==> config.mk <==
export PLATFORM = sky130hd
export DESIGN_NAME = sign_extend
export DESIGN_NICKNAME = d
export VERILOG_FILES = /design/src/rtl/sign_extend_pkg.sv /design/src/rtl/sign_extend_imm_decode.sv /design/src/rtl/sign_extend.sv
export SDC_FILE = /design/constraint.sdc
export NUM_CORES = 1
export LEC_CHECK = 0
export CORE_ASPECT_RATIO = 1.25
export CORE_MARGIN = 2
export CORE_UTILIZATION = 30
export CTS_BUF_LIST = sky130_fd_sc_hd__clkbuf_8
export DETAILED_ROUTE_END_ITERATION = 8
export PLACE_DENSITY = 0.6
export SYNTH_ARGS = -nofsm -noshare
export SYNTH_HDL_FRONTEND = slang
export SYNTH_HIERARCHICAL = 1
export SYNTH_SLANG_ARGS = --single-unit
export TNS_END_PERCENT = 5
==> constraint.sdc <==
create_clock -name clk -period 0.8 [get_ports clk]
set_clock_uncertainty 0.2 [all_clocks]
set_input_delay 0.16 -clock clk [delete_from_list [all_inputs] [get_ports clk]]
set_output_delay 0.16 -clock clk [all_outputs]
set_load 0.02 [all_outputs]
Fig. 1: run 1, sizing map
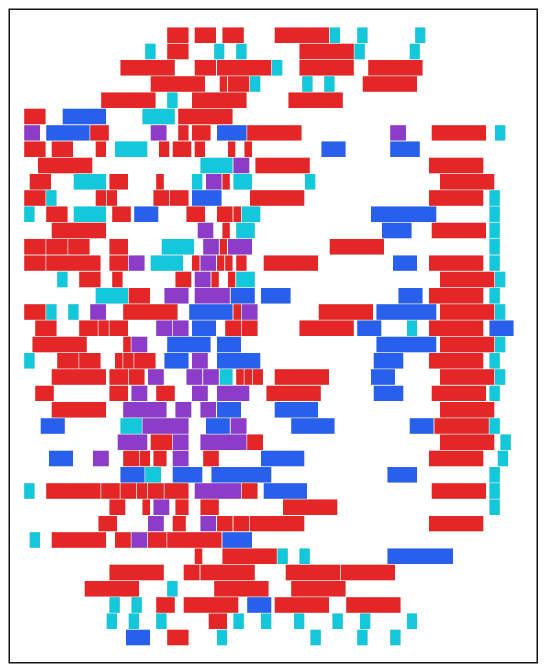
x1 and smaller -> red  # cells 164
x2 -> cyan  # cells 76
x6 and larger -> blue  # cells 43
x3 and x4 -> purple  # cells 40
PnR worst setup slack: -859 ps
Final Instance Area: 4030 µm²
Buffers, non-clock: 147

Fig. 2: run 1, met1 routing
Supply wires on this layer in grey.
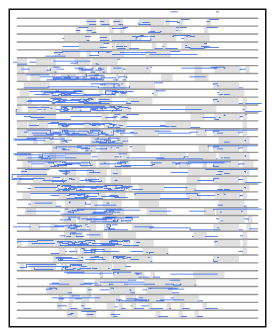
longest straight run = 23.5 µm
nets with wire on the layer = 304
routed wire length: 6.59 mm
via count: 1946
met1 Use GR: 16.4%

Fig. 3: run 1, clock nets
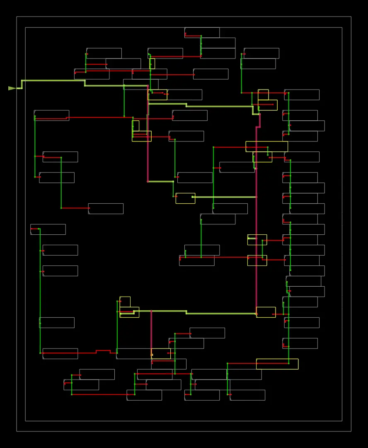
cts bufs inserted: 9
CLK BUF: 10
power in the clock group: 3040 µW
Seq cells: 64

Fig. 4: run 1, clock distribution
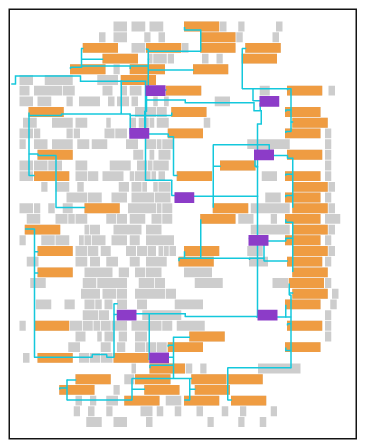
clock-net drivers -> purple  # count 9
flip-flops -> orange  # count 64
clock wires -> cyan  # length 842 µm
routed clock nets = 10
Clock power frac: 40.8%

==> changes_impl.md, run 1 <==
## Flow update

* Failing checks: negative hold slack, negative setup slack
* CTS root buf: clkbuf_8
* CP Buf/Inv Count at 4
* CTS HTree Levels at 3
* Leak pwr at 0.00200 µW
* Residual DRC at 0
* Layout Area Growth over Synthesis at 52.4%
* Mapped cell area at 2640 µm²
* Placed insts at 415
* Routability cong. at 0.802
* Post-synthesis cell count at 200
* Antenna violations before repair at 0
* PnR worst setup slack at -859 ps
* Core Util, Final at 46.8%
* MaxCap Viol Count at 0
* DRT antenna net count at 0
* Ratio of total power to cell area at 1850 nW/µm²
* Die area at 9580 µm²
* FP Rows at 38
* RSZ-0062 raised after global routing: yes
* Worst Hold Class: in2reg
* Kind of critical path: in2reg
* Grt ovf at 0
* Worst hold margin at -126 ps
* Final Hold Fails at 6
* Largest net degree at the start of global routing at 41
* # hold bufs at CTS at 1
* Status: finished, violations left
* Max-slew violation count at 0
* Hold depth at 2
* Design Power at 7460 µW
* Synthesized Nets at 234
* Crit path time final at 1660 ps
* Core area at 8610 µm²
* Final setup viols at 128
* Drt wl/cell at 14.9 µm
* Filler cell count at 803
-- run 1: layout make-up --
cell class	instances	share of cell area (%)
flip-flops and latches	64	39.8
repair buffers	147	31.3
multi-input cells	93	19.4
well taps	120	3.73
clock buffers	10	3.42
clock inverters	6	2.08
inverters	3	0.280
-- run 1: metal layers --
metal / track usage (%) / share of wire [%]
met1: 16.4 / 40
met2: 24.2 / 53
met3: 5.22 / 5.8
met4: 5.38 / 1.4
met5: 0 / 0
-- run 1: through the flow --
stage	hold slack (ps)	cell area [µm²]	TNS [ps]
after floorplan	-336	2640	-64150
after global placement	-47.0	3800	-123530
after detailed placement	-43.3	3800	-124460
after CTS	-109	3960	-78090
after global routing	-132	4030	-81390
final	-126	4030	-76260
-- run 1: power by group --
part | internal, µW | switching (µW)
Combinational | 497 | 518
Clock | 1820 | 1220
Sequential | 3360 | 37.7
-- run 1: timing repair --
action,in CTS,in global routing
buffers inserted,8,0
gates resized,310,22
hold endpoints to repair,70,6
setup endpoints to repair,128,146
pin swaps,21,4
cloned,4,0
Fig. 5: run 1, cells coloured by class
The bar under the picture is 20 µm long.
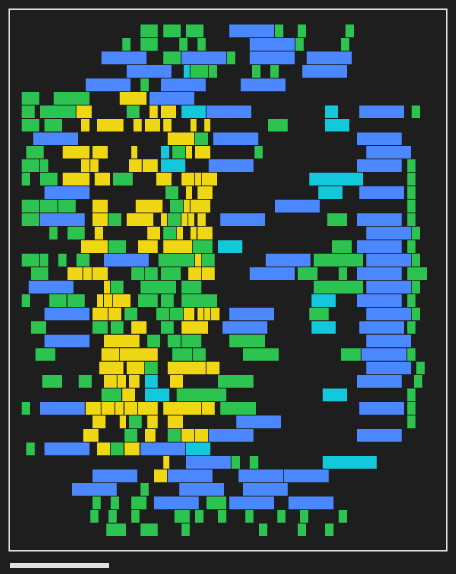

==> inputs of run 2 (changes only) <==
CORE_UTILIZATION = 42   (was 30)
PLACE_DENSITY = 0.81   (was 0.6)
clock period = 1.42 ns   (was 0.8 ns; I/O delays follow)
Fig. 6: run 2, cells coloured by class
The bar under the picture is 20 µm long.
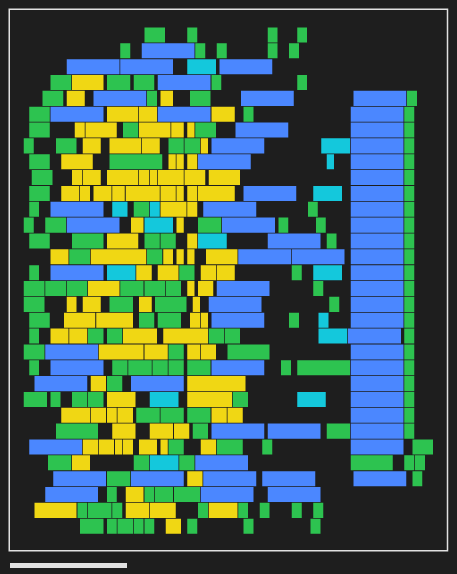
registers -> blue  # cells 64
clock drivers and dummy loads -> cyan  # cells 15
remaining buffers and delay cells -> green  # cells 145
remaining logic cells -> yellow  # cells 99
core area: 6130 µm²
Final Instance Area: 3960 µm²
FP Rows: 32
Core Util, Final: 64.6%

==> run 2 against run 1 <==
Against the previous run:
- the run ends with negative setup slack left
- highest routed layer unchanged
- power decreased by 48%
- non-clock buffer count decreased by 2
- die area decreased by 27%
- sequential share of layout area increased by 0.67 points
- largest cell class unchanged
- clock power decreased by 56%
- worst setup slack improved by 510 ps
- sequential power decreased by 44%
- clock-buffer cell count increased by 1
- critical endpoint is now ex_data[59]$_DFF_PN0_
- largest power group unchanged
- synthesized cell count unchanged
==> changes_impl.md, run 2 <==
## Flow update

* Grt ovf at 0 (unchanged)
* Worst Tran Pin Value at 367 ps
* Internal power at 2870 µW (-50%)
* Seq pwr share at 49.8% (+4.2 points)
* Most used cell, CP: buf_6
* Maximum clock rate at 565 MHz
* RSZ-0062 raised after global routing: yes
* Leak pwr at 0.00198 µW (-0.90%)
* Fraction of layout cells with a size suffix above 1 at 55.1%
* Vias in the first global route at 2026
* Clock slew at reported path FFs at 70 ps
* PnR worst setup slack at -349 ps (+510 ps)
* Worst Hold Class: in2reg
* Combinational power share at 15.2% (+1.6 points)
* Final setup viols at 64 (-50%)
* Die H at 92.7 µm
* Design Power at 3850 µW (-48%)
* Antenna violations before repair at 0 (unchanged)
* Failing checks: negative setup slack
* Max reg flops at 64
* Yosys Warn Count at 6
* Drt wl/cell at 17.5 µm (+18%)
* Routed wire length at 7.13 mm (+8.2%)
* Ratio of total power to cell area at 971 nW/µm² (-48%)
* Residual DRC at 0 (unchanged)
* Tool Warnings at 29
* Sw Pwr at 979 µW (-45%)
* Max-slew violation count at 0 (unchanged)
* DRT antenna net count at 0 (unchanged)
* Crit path time final at 1770 ps
* Kind of critical path: in2reg
* Largest net degree at the start of global routing at 65 (+59%)
* Final worst-path cycle share at 125%
* Clock power frac at 35.1% (-5.7 points)
* CTS root buf: clkbuf_8
* Post-synthesis cell count at 200 (unchanged)
* Die width at 74.9 µm
* Die area at 6950 µm² (-27%)
* MaxCap Viol Count at 0 (unchanged)
* Worst-path cell chain: buf_6, or4b_4, a211oi_4, buf_6, a221o_4, clkbuf_16
* CTS HTree Levels at 3 (unchanged)
* Hold depth at 2 (unchanged)
* Crit Path Max Fanout at 7
* Status: finished, violations left
* Initial Utilization at 43.1%
* Cts bufs inserted at 9 (unchanged)
* Antenna diodes at 0
* Sw Ratio at 25.5% (+1.6 points)
* CTS tree: done
* Final Hold Fails at 0 (-6)
* Mapped cell area at 2640 µm² (unchanged)
* Synthesized Nets at 234 (unchanged)
* Post-DP Area at 3700 µm² (-2.6%)
* Routability cong. at 0.815 (+1.6%)
* Via count at 2063 (+6.0%)
Fig. 7: run 2, sizing map
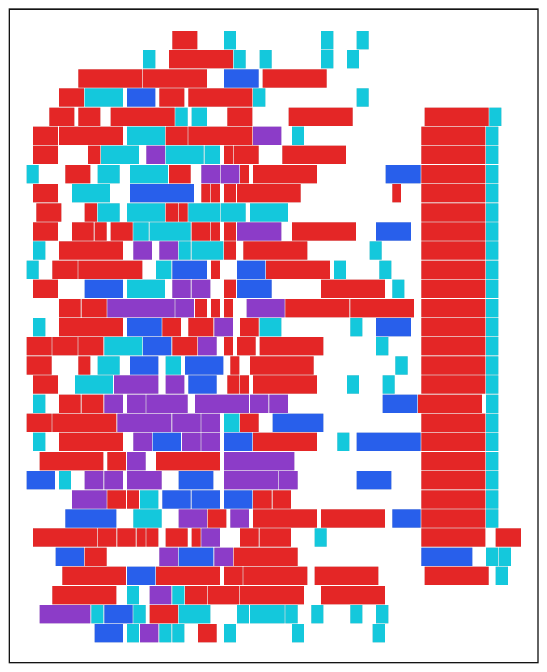
x6 and larger -> blue  # cells 34
x2 -> cyan  # cells 100
x1 and smaller -> red  # cells 145
x3 and x4 -> purple  # cells 44
Buffers, non-clock: 145
Layout Area Growth over Synthesis: 49.9%
PnR worst setup slack: -349 ps

## run 2: cell type report
class	instances	area (µm²)
clock buffers	11	151
flip-flops and latches	64	1600
repair buffers	145	1130
fillers	461	2170
clock inverters	4	21.3
multi-input cells	96	936
inverters	3	11.3
well taps	85	106
## run 2: power groups by stage
| stage | clock, µW | combinational (µW) | sequential, µW |
|---|---|---|---|
| final | 1350 | 583 | 1910 |
| after global routing | 1460 | 617 | 1920 |
| after CTS | 1390 | 546 | 1910 |
| after detailed placement | 0 | 585 | 1950 |
| after global placement | 0 | 579 | 1950 |
| after floorplan | 0 | 118 | 2050 |
## run 2: metrics by stage
step / setup TNS, ps / worst slack [ps] / cells / hold slack (ps)
CTS: -17460 / -328 / 403 / 94.6
finish: -20010 / -349 / 408 / 17.7
floorplan: -32410 / -592 / 200 / -212
global placement: -58000 / -987 / 376 / 112
global route: -22180 / -378 / 408 / 17.7
detailed placement: -59480 / -1020 / 376 / 117
## run 2: layer usage
metal	global-route usage (%)	wire length (µm)	vias up	share of wire [%]
li1	-	-	935	-
met1	24.0	2660	1000	37
met2	32.3	3760	109	53
met3	4.13	495	19	6.9
met4	12.1	219	0	3.1
met5	0	0	-	0
## run 2: repair_timing
action,CTS,global route
hold buffers,1,0
cloned,3,6
pin swaps,21,16
gates resized,317,39
setup buffers,9,3
endpoints found under the hold margin,64,0
setup endpoints to repair,128,64
## run 2: critical path, delay by kind of cell
kind / cells / cell delay [ps]
AND/OR/NAND/NOR: 1 / 560
buffers and inverters: 3 / 440
AND-OR/OR-AND: 2 / 550
Power is estimated from default activity; no workload was simulated.
